`config.mk`:
```
export PLATFORM = sky130hd
export DESIGN_NAME = spi_master_tx
export DESIGN_NICKNAME = d
export VERILOG_FILES = /design/src/rtl/spi_pkg.sv /design/src/rtl/spi_master_tx_rise_detect.sv /design/src/rtl/spi_master_tx.sv
export SDC_FILE = /design/constraint.sdc
export NUM_CORES = 1
export LEC_CHECK = 0
export CAP_MARGIN = 0
export CELL_PAD_IN_SITES_DETAIL_PLACEMENT = 1
export CELL_PAD_IN_SITES_GLOBAL_PLACEMENT = 1
export CORE_MARGIN = 4
export CORE_UTILIZATION = 38
export CTS_BUF_LIST = sky130_fd_sc_hd__clkbuf_16
export CTS_CLUSTER_DIAMETER = 30
export DETAILED_ROUTE_END_ITERATION = 10
export GPL_TIMING_DRIVEN = 0
export MAX_ROUTING_LAYER = met4
export PLACE_DENSITY_LB_ADDON = 0.12
export SLEW_MARGIN = 5
export SYNTH_ARGS = -nofsm -noshare
export SYNTH_HDL_FRONTEND = slang
export SYNTH_SLANG_ARGS = --single-unit
```
`constraint.sdc`:
```
create_clock -name clk_100 -period 1.95 [get_ports clk_100]
set_clock_uncertainty 0.2 [all_clocks]
set_input_delay 0.195 -clock clk_100 [delete_from_list [all_inputs] [get_ports clk_100]]
set_output_delay 0.195 -clock clk_100 [all_outputs]
set_load 0.02 [all_outputs]
```
`src/rtl/spi_pkg.sv`:
```
// Shared types and width helpers for the SPI master transmitter.
package spi_pkg;

  typedef enum logic [1:0] {
    IDLE  = 2'd0,
    LEAD  = 2'd1,
    SHIFT = 2'd2,
    TRAIL = 2'd3
  } spi_state_t;

  // Half-period counter width; a divider of 1 would still need one bit.
  function automatic int div_cnt_w(input int clk_div);
    return (clk_div > 1) ? $clog2(clk_div) : 1;
  endfunction

  function automatic int bit_cnt_w(input int data_w);
    return $clog2(data_w + 1);
  endfunction

endpackage

```
`src/rtl/spi_master_tx_rise_detect.sv`:
```
// Single-register rising-edge detector; the history register resets high so a
// level already asserted when reset releases is not treated as an event.
module rise_detect (
  input  logic clk_100,
  input  logic a_rst,
  input  logic s_rst,
  input  logic sig_i,
  output logic rise_o
);

  logic prev_q;

  always_ff @(posedge clk_100 or posedge a_rst) begin
    if (a_rst) begin
      prev_q <= 1'b1;
    end else if (s_rst) begin
      prev_q <= 1'b1;
    end else begin
      prev_q <= sig_i;
    end
  end

  assign rise_o = sig_i & ~prev_q;

endmodule

```
`src/rtl/spi_master_tx.sv`:
```
// SPI mode-0 master: a wrapping counter advanced by next_count events is
// latched and shifted out MSB-first as one frame on each start_send event.
module spi_master_tx
  import spi_pkg::*;
#(
  parameter int DATA_W  = 8,
  parameter int CLK_DIV = 4
) (
  input  logic              clk_100,
  input  logic              a_rst,
  input  logic              s_rst,
  input  logic              next_count,
  input  logic              start_send,
  output logic              sclk,
  output logic              mosi,
  output logic              cs_n,
  output logic              busy,
  output logic              done,
  output logic [DATA_W-1:0] count_o,
  output spi_state_t        state_o
);

  localparam int DIV_CNT_W = div_cnt_w(CLK_DIV);
  localparam int BIT_CNT_W = bit_cnt_w(DATA_W);
  localparam logic [DIV_CNT_W-1:0] DIV_LAST = DIV_CNT_W'(CLK_DIV - 1);
  localparam logic [BIT_CNT_W-1:0] BIT_LAST = BIT_CNT_W'(DATA_W - 1);

  logic count_rise;
  logic send_rise;

  rise_detect u_count_rise (
    .clk_100 (clk_100),
    .a_rst   (a_rst),
    .s_rst   (s_rst),
    .sig_i   (next_count),
    .rise_o  (count_rise)
  );

  rise_detect u_send_rise (
    .clk_100 (clk_100),
    .a_rst   (a_rst),
    .s_rst   (s_rst),
    .sig_i   (start_send),
    .rise_o  (send_rise)
  );

  logic [DATA_W-1:0] count_q, count_d;

  always_comb begin
    count_d = count_q;
    if (count_rise) begin
      count_d = count_q + 1'b1;
    end
  end

  always_ff @(posedge clk_100 or posedge a_rst) begin
    if (a_rst) begin
      count_q <= '0;
    end else if (s_rst) begin
      count_q <= '0;
    end else begin
      count_q <= count_d;
    end
  end

  spi_state_t           state_q;
  logic [DIV_CNT_W-1:0] div_q;
  logic [BIT_CNT_W-1:0] bit_q;
  logic [DATA_W-1:0]    shreg_q;
  logic                 sclk_q, mosi_q, cs_n_q, busy_q, done_q;
  logic                 div_last;

  assign div_last = (div_q == DIV_LAST);

  // A bit period is the high half then the low half of SCLK; the frame
  // leaves SHIFT only after the low half of the final bit.
  always_ff @(posedge clk_100 or posedge a_rst) begin
    if (a_rst) begin
      state_q <= IDLE;
      div_q   <= '0;
      bit_q   <= '0;
      shreg_q <= '0;
      sclk_q  <= 1'b0;
      mosi_q  <= 1'b0;
      cs_n_q  <= 1'b1;
      busy_q  <= 1'b0;
      done_q  <= 1'b0;
    end else if (s_rst) begin
      state_q <= IDLE;
      div_q   <= '0;
      bit_q   <= '0;
      shreg_q <= '0;
      sclk_q  <= 1'b0;
      mosi_q  <= 1'b0;
      cs_n_q  <= 1'b1;
      busy_q  <= 1'b0;
      done_q  <= 1'b0;
    end else begin
      done_q <= 1'b0;
      case (state_q)
        IDLE: begin
          // The done cycle is skipped so cs_n stays high for at least two cycles.
          if (send_rise && !done_q) begin
            state_q <= LEAD;
            shreg_q <= count_q;
            mosi_q  <= count_q[DATA_W-1];
            cs_n_q  <= 1'b0;
            busy_q  <= 1'b1;
            div_q   <= '0;
          end
        end
        LEAD: begin
          if (div_last) begin
            state_q <= SHIFT;
            sclk_q  <= 1'b1;
            div_q   <= '0;
            bit_q   <= '0;
          end else begin
            div_q <= div_q + 1'b1;
          end
        end
        SHIFT: begin
          if (div_last) begin
            div_q <= '0;
            if (sclk_q) begin
              sclk_q <= 1'b0;
              if (bit_q != BIT_LAST) begin
                mosi_q  <= shreg_q[DATA_W-2];
                shreg_q <= shreg_q << 1;
              end
            end else if (bit_q == BIT_LAST) begin
              state_q <= TRAIL;
            end else begin
              sclk_q <= 1'b1;
              bit_q  <= bit_q + 1'b1;
            end
          end else begin
            div_q <= div_q + 1'b1;
          end
        end
        TRAIL: begin
          if (div_last) begin
            state_q <= IDLE;
            div_q   <= '0;
            cs_n_q  <= 1'b1;
            busy_q  <= 1'b0;
            mosi_q  <= 1'b0;
            done_q  <= 1'b1;
          end else begin
            div_q <= div_q + 1'b1;
          end
        end
        default: state_q <= IDLE;
      endcase
    end
  end

  assign sclk    = sclk_q;
  assign mosi    = mosi_q;
  assign cs_n    = cs_n_q;
  assign busy    = busy_q;
  assign done    = done_q;
  assign count_o = count_q;
  assign state_o = state_q;

endmodule
```
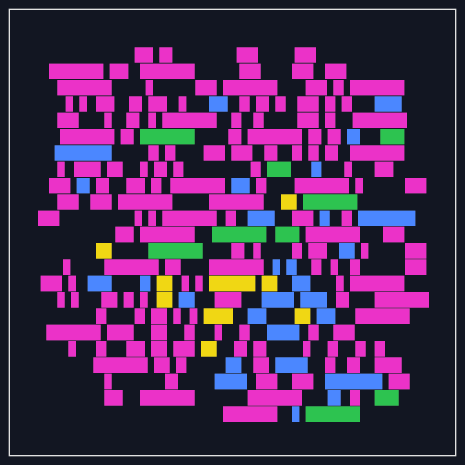
*Drive-strength map*
Scale: 6 px per um.
Key: _2 cells = blue [cells 28, share 14%]; _6 and larger = green [cells 9, share 4.4%]; _0 and _1 cells = magenta [cells 157, share 77%]; _3 and _4 cells = yellow [cells 9, share 4.4%]

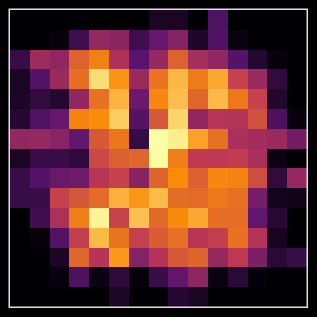
*Routed metal per tile*
Scale: 4 px per um. The die is cut into 15 by 15 equal tiles; black is low, pale yellow is high, scaled to the fullest tile. Values are wire area over tile area, all layers added.
21% of the tiles are nearly empty. The fullest tile reaches 0.37. 34% of the tiles are over half the peak. The mean over all tiles is 0.13.

==> flow report <==
========================================================================================
Register bit total from synthesis .........................................           30
GR Overflow Total .........................................................            0
Most common reg cell ...................................................... sky130_fd_sc_hd__dfrtp_1
Clock Pin Slew Worst Setup and Hold Paths .................................        50 ps
Number of antenna violations at the first check in global routing .........            0
Worst hold path class .....................................................     in2async
Reg2Reg Capture Point .....................................................   shreg_q[1]
Top post-synthesis cells by count ......................................... sky130_fd_sc_hd__dfrtp_1, sky130_fd_sc_hd__a21oi_1, sky130_fd_sc_hd__nor2_1
Number of iterations in the first detailed-routing pass ...................            2
Crit path launch ..........................................................   start_send
Post-synthesis cell area ..................................................     1660 um2
Kind of cell with the highest combined delay on the critical path ......... buffers and inverters
Number of max-slew violations in the final report .........................            0
Post-layout utilization of the core .......................................        0.524
Number of buffers inserted by port buffering ..............................           18
Total via count in the routed design ......................................        1,431
Highest Signal Layer ......................................................         met4
Post-synth top area share .................................................        0.406
Cells after Synth .........................................................          172
Count of warning messages emitted by the tools ............................           29
Io pins ...................................................................           20
Distinct cells, synth .....................................................           37
CP Capture Point ..........................................................   shreg_q[1]
Syn-to-layout area delta ..................................................        29.6%
Die H .....................................................................      74.2 um
Setup crit end kind .......................................................     register
Proportion of layout cells with a drive suffix above 1 ....................        0.227
Clock tree from TritonCTS .................................................        built
Worst path max stage delay ................................................       500 ps
Slack of the worst reg-to-reg path ........................................        60 ps
FF-to-FF Start ............................................................     bit_q[1]
Total stage count of the critical path ....................................            6
Average wire per cell in the routed design ................................      18.2 um
Dominant cells by area after synthesis .................................... sky130_fd_sc_hd__dfrtp_1, sky130_fd_sc_hd__a21oi_1, sky130_fd_sc_hd__mux2i_1
Wire length of the first global-routing pass ..............................      7.71 mm
Post-detailed-placement half-perimeter wirelength .........................      3.12 mm
Minimum setup slack in the final design ...................................      48.3 ps
Area reported by Yosys stat ...............................................     1660 um2
Peak ir drop on the vdd network ...........................................     0.441 mV
AND-OR/OR-AND share of the synthesized area ...............................        0.160
Root Driver ............................................................... sky130_fd_sc_hd__clkbuf_16
# clock sinks .............................................................           30
Worst setup slack after placement .........................................      -228 ps
Buf+Inv Stages, Crit Path .................................................            2
Remaining max-slew budget at the tightest pin .............................        0.260
XOR-XNOR Cells, Area Fraction .............................................       0.0316
Routability cong. .........................................................        0.770
Total Nets Final ..........................................................          215
Synth Seq Share ...........................................................        0.454
Cts-stage hold buffer count ...............................................            0
Proportion of synthesized flip-flops having asynchronous set or reset .....         1.00
Portion of the clock cycle consumed by the worst path in the final layout .        0.975
Chip width ................................................................      74.2 um
Data arrival at the endpoint of the critical path .........................      1900 ps
H-tree level count ........................................................            2
Initial Utilization .......................................................        0.404
Maximum clock path buffer count ...........................................            2
Adder Share, Synth ........................................................       0.0527
Post-synth tally of flip-flops with integrated enable .....................            0
Total wire length .........................................................      4.60 mm
P_leak ....................................................................     0.874 nW
Post-route met1 wirelength ................................................      2.02 mm
Total chip power ..........................................................      2.11 mW
Power Density .............................................................   978 nW/um2
Floorplan net count .......................................................          184
Unrepaired setup endpoints after global routing ...........................           no
Routed met3 length ........................................................       115 um
Warnings from Yosys .......................................................            0
Cell total in the yosys stat output .......................................          172
Vias in the first global route ............................................        1,607
Worst Setup Start Kind ....................................................    input pin
Row count .................................................................           23
Series of cell instances along the critical path .......................... clkdlybuf4s50_1 -> nor3b_2 -> mux2i_1 -> buf_2 -> or3_1 -> a21oi_2
Count of inserted antenna diode cells .....................................            0
Slowest stage cell, crit path ............................................. sky130_fd_sc_hd__clkdlybuf4s50_1
Final period demand of the worst path .....................................      1900 ps
Count of fill cells added during filler insertion .........................          461
Detailed-route DRC error count ............................................            0
Maximum number of pins on one net before global-route repair ..............           31
Largest non-sequential cell family by area ................................ simple AND/OR/NAND/NOR gates
Total negative setup slack ................................................         0 ps
Avg Synthesized Cell Area .................................................     9.67 um2
Upper clock frequency limit ...............................................    0.526 GHz
Post-synthesis simple-gate area fraction ..................................        0.196
Required time reported for the critical path endpoint .....................      1940 ps
Actual slew at the worst max-slew pin .....................................      1100 ps
Max FO, Critical Path .....................................................           10
Length in cells of the worst reg-to-reg path ..............................            6
Starting DRC count in detailed routing ....................................           47
Final Hold Violating Endpoints ............................................            0
Setup-failing EPs final ...................................................            0
Dominant cell by count in the synthesized netlist ......................... sky130_fd_sc_hd__dfrtp_1
Clock Latency Late Sink ...................................................       280 ps
Area enclosed by the die boundary .........................................     5500 um2
Routed length on met2 .....................................................      2.38 mm
Critical path start-end classification ....................................       in2reg
Average via count per standard cell .......................................         5.66
Overall track demand over capacity in global routing ......................        0.194
Status .................................................................... complete, no violations
Number of maximum-capacitance violations ..................................            0
Total core area ...........................................................     4120 um2
Inserted Clock Buffers ....................................................            5
Multiplexer area fraction after synthesis .................................       0.0609
Remaining antenna violation count .........................................            0
Cell type with the highest aggregate area in the netlist .................. sky130_fd_sc_hd__dfrtp_1
========================================================================================
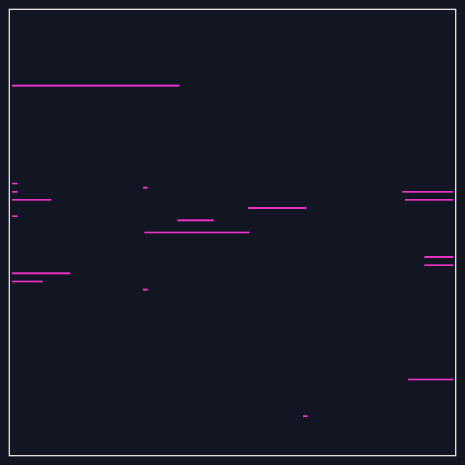
*M3 wires*
Scale: 6 px per um.
The longest straight run is 27.6 um. The wires run mostly horizontal. The layer holds 2.5% of the routed length. 13 nets have wire on it. The layer carries 116 um of wire.

## metrics by stage
step           hold WS, ps  instances  instance area [um2]
6_report               169        253                 2160
5_1_grt                182        253                 2160
4_1_cts                167        250                 2080
3_5_place_dp           300        240                 1910
3_3_place_gp           281        240                 1910
2_1_floorplan         83.6        172                 1660
## sequential cells by signal, indices dropped and copies added, names as in the netlist, 2 cells and up
name	cells
count_o	8
shreg_q	7
bit_q	4
div_q	2
state_o	2
## how the worst min path moves through the flow
stage / from / to / slack, ps / cells after the start
final: a_rst / bit_q[0] / 170 / 2
after global routing: s_rst / count_o[2] / 180 / 2
after CTS: s_rst / count_o[1] / 170 / 2
after detailed placement: bit_q[3] / bit_q[3] / 300 / 1
after global placement: bit_q[3] / bit_q[3] / 280 / 1
after floorplan: a_rst / bit_q[0] / 80 / 1
## cells in the final DEF (no fill, tap or decap), drive strengths merged, types with 4 or more instances in the layout
master         count
nor3               4
ha                 7
a31oi              4
a21oi             18
mux2i              9
inv                4
or3                7
nand3b             4
buf               12
clkdlybuf4s50     18
clkbuf             9
nand2              9
o21ai             11
dfrtp             27
nor2              14
nand4              5
## logic make-up after synthesis
| kind of cell | Yosys count |
|---|---|
| buffers and inverters | 15 |
| and+or+nand+nor | 60 |
| AOI/OAI and AO/OA | 44 |
| xor gates and xnor gates | 6 |
| adders and majority gates | 7 |
| muxes | 10 |
| DFF | 30 |
## metal layers
layer,global-route usage,vias up
met5,-,-
met4,0.0684,0
met3,0.0473,7
met2,0.325,18
met1,0.227,727
li1,-,679
## cell type report
| class | instances | area (um2) | area share |
|---|---|---|---|
| Clock buffer | 5 | 125 | 0.0580 |
| Sequential cell | 30 | 754 | 0.350 |
| Tap cell | 50 | 62.6 | 0.0290 |
| Clock inverter | 2 | 10.0 | 0.00464 |
| Inverter | 5 | 18.8 | 0.00871 |
| Multi-Input combinational cell | 127 | 886 | 0.411 |
| Timing Repair Buffer | 24 | 225 | 0.104 |
| Buffer | 10 | 73.8 | 0.0342 |
## report_power, final
| group | leakage [nW] | switching, mW | internal [mW] |
|---|---|---|---|
| logic | 0.399 | 0.356 | 0.291 |
| registers | 0.406 | 0.0543 | 0.685 |
| clock network | 0.0694 | 0.262 | 0.459 |
## repair_timing
action | 4_1_cts | 5_1_grt
cloned | 0 | 0
gates resized | 5 | 19
pin swaps | 0 | 1
setup buffers | 3 | 3
endpoints found under the setup margin | 11 | 13
## worst reg2reg max path, cell delays in order (launching register included)
cell	delay, ps
sky130_fd_sc_hd__dfrtp_1	400
sky130_fd_sc_hd__ha_1	210
sky130_fd_sc_hd__nand3b_1	160
sky130_fd_sc_hd__a31oi_4	130
sky130_fd_sc_hd__buf_6	160
sky130_fd_sc_hd__or3_1	390
sky130_fd_sc_hd__a21oi_2	150
Power is estimated from default activity; no workload was simulated.
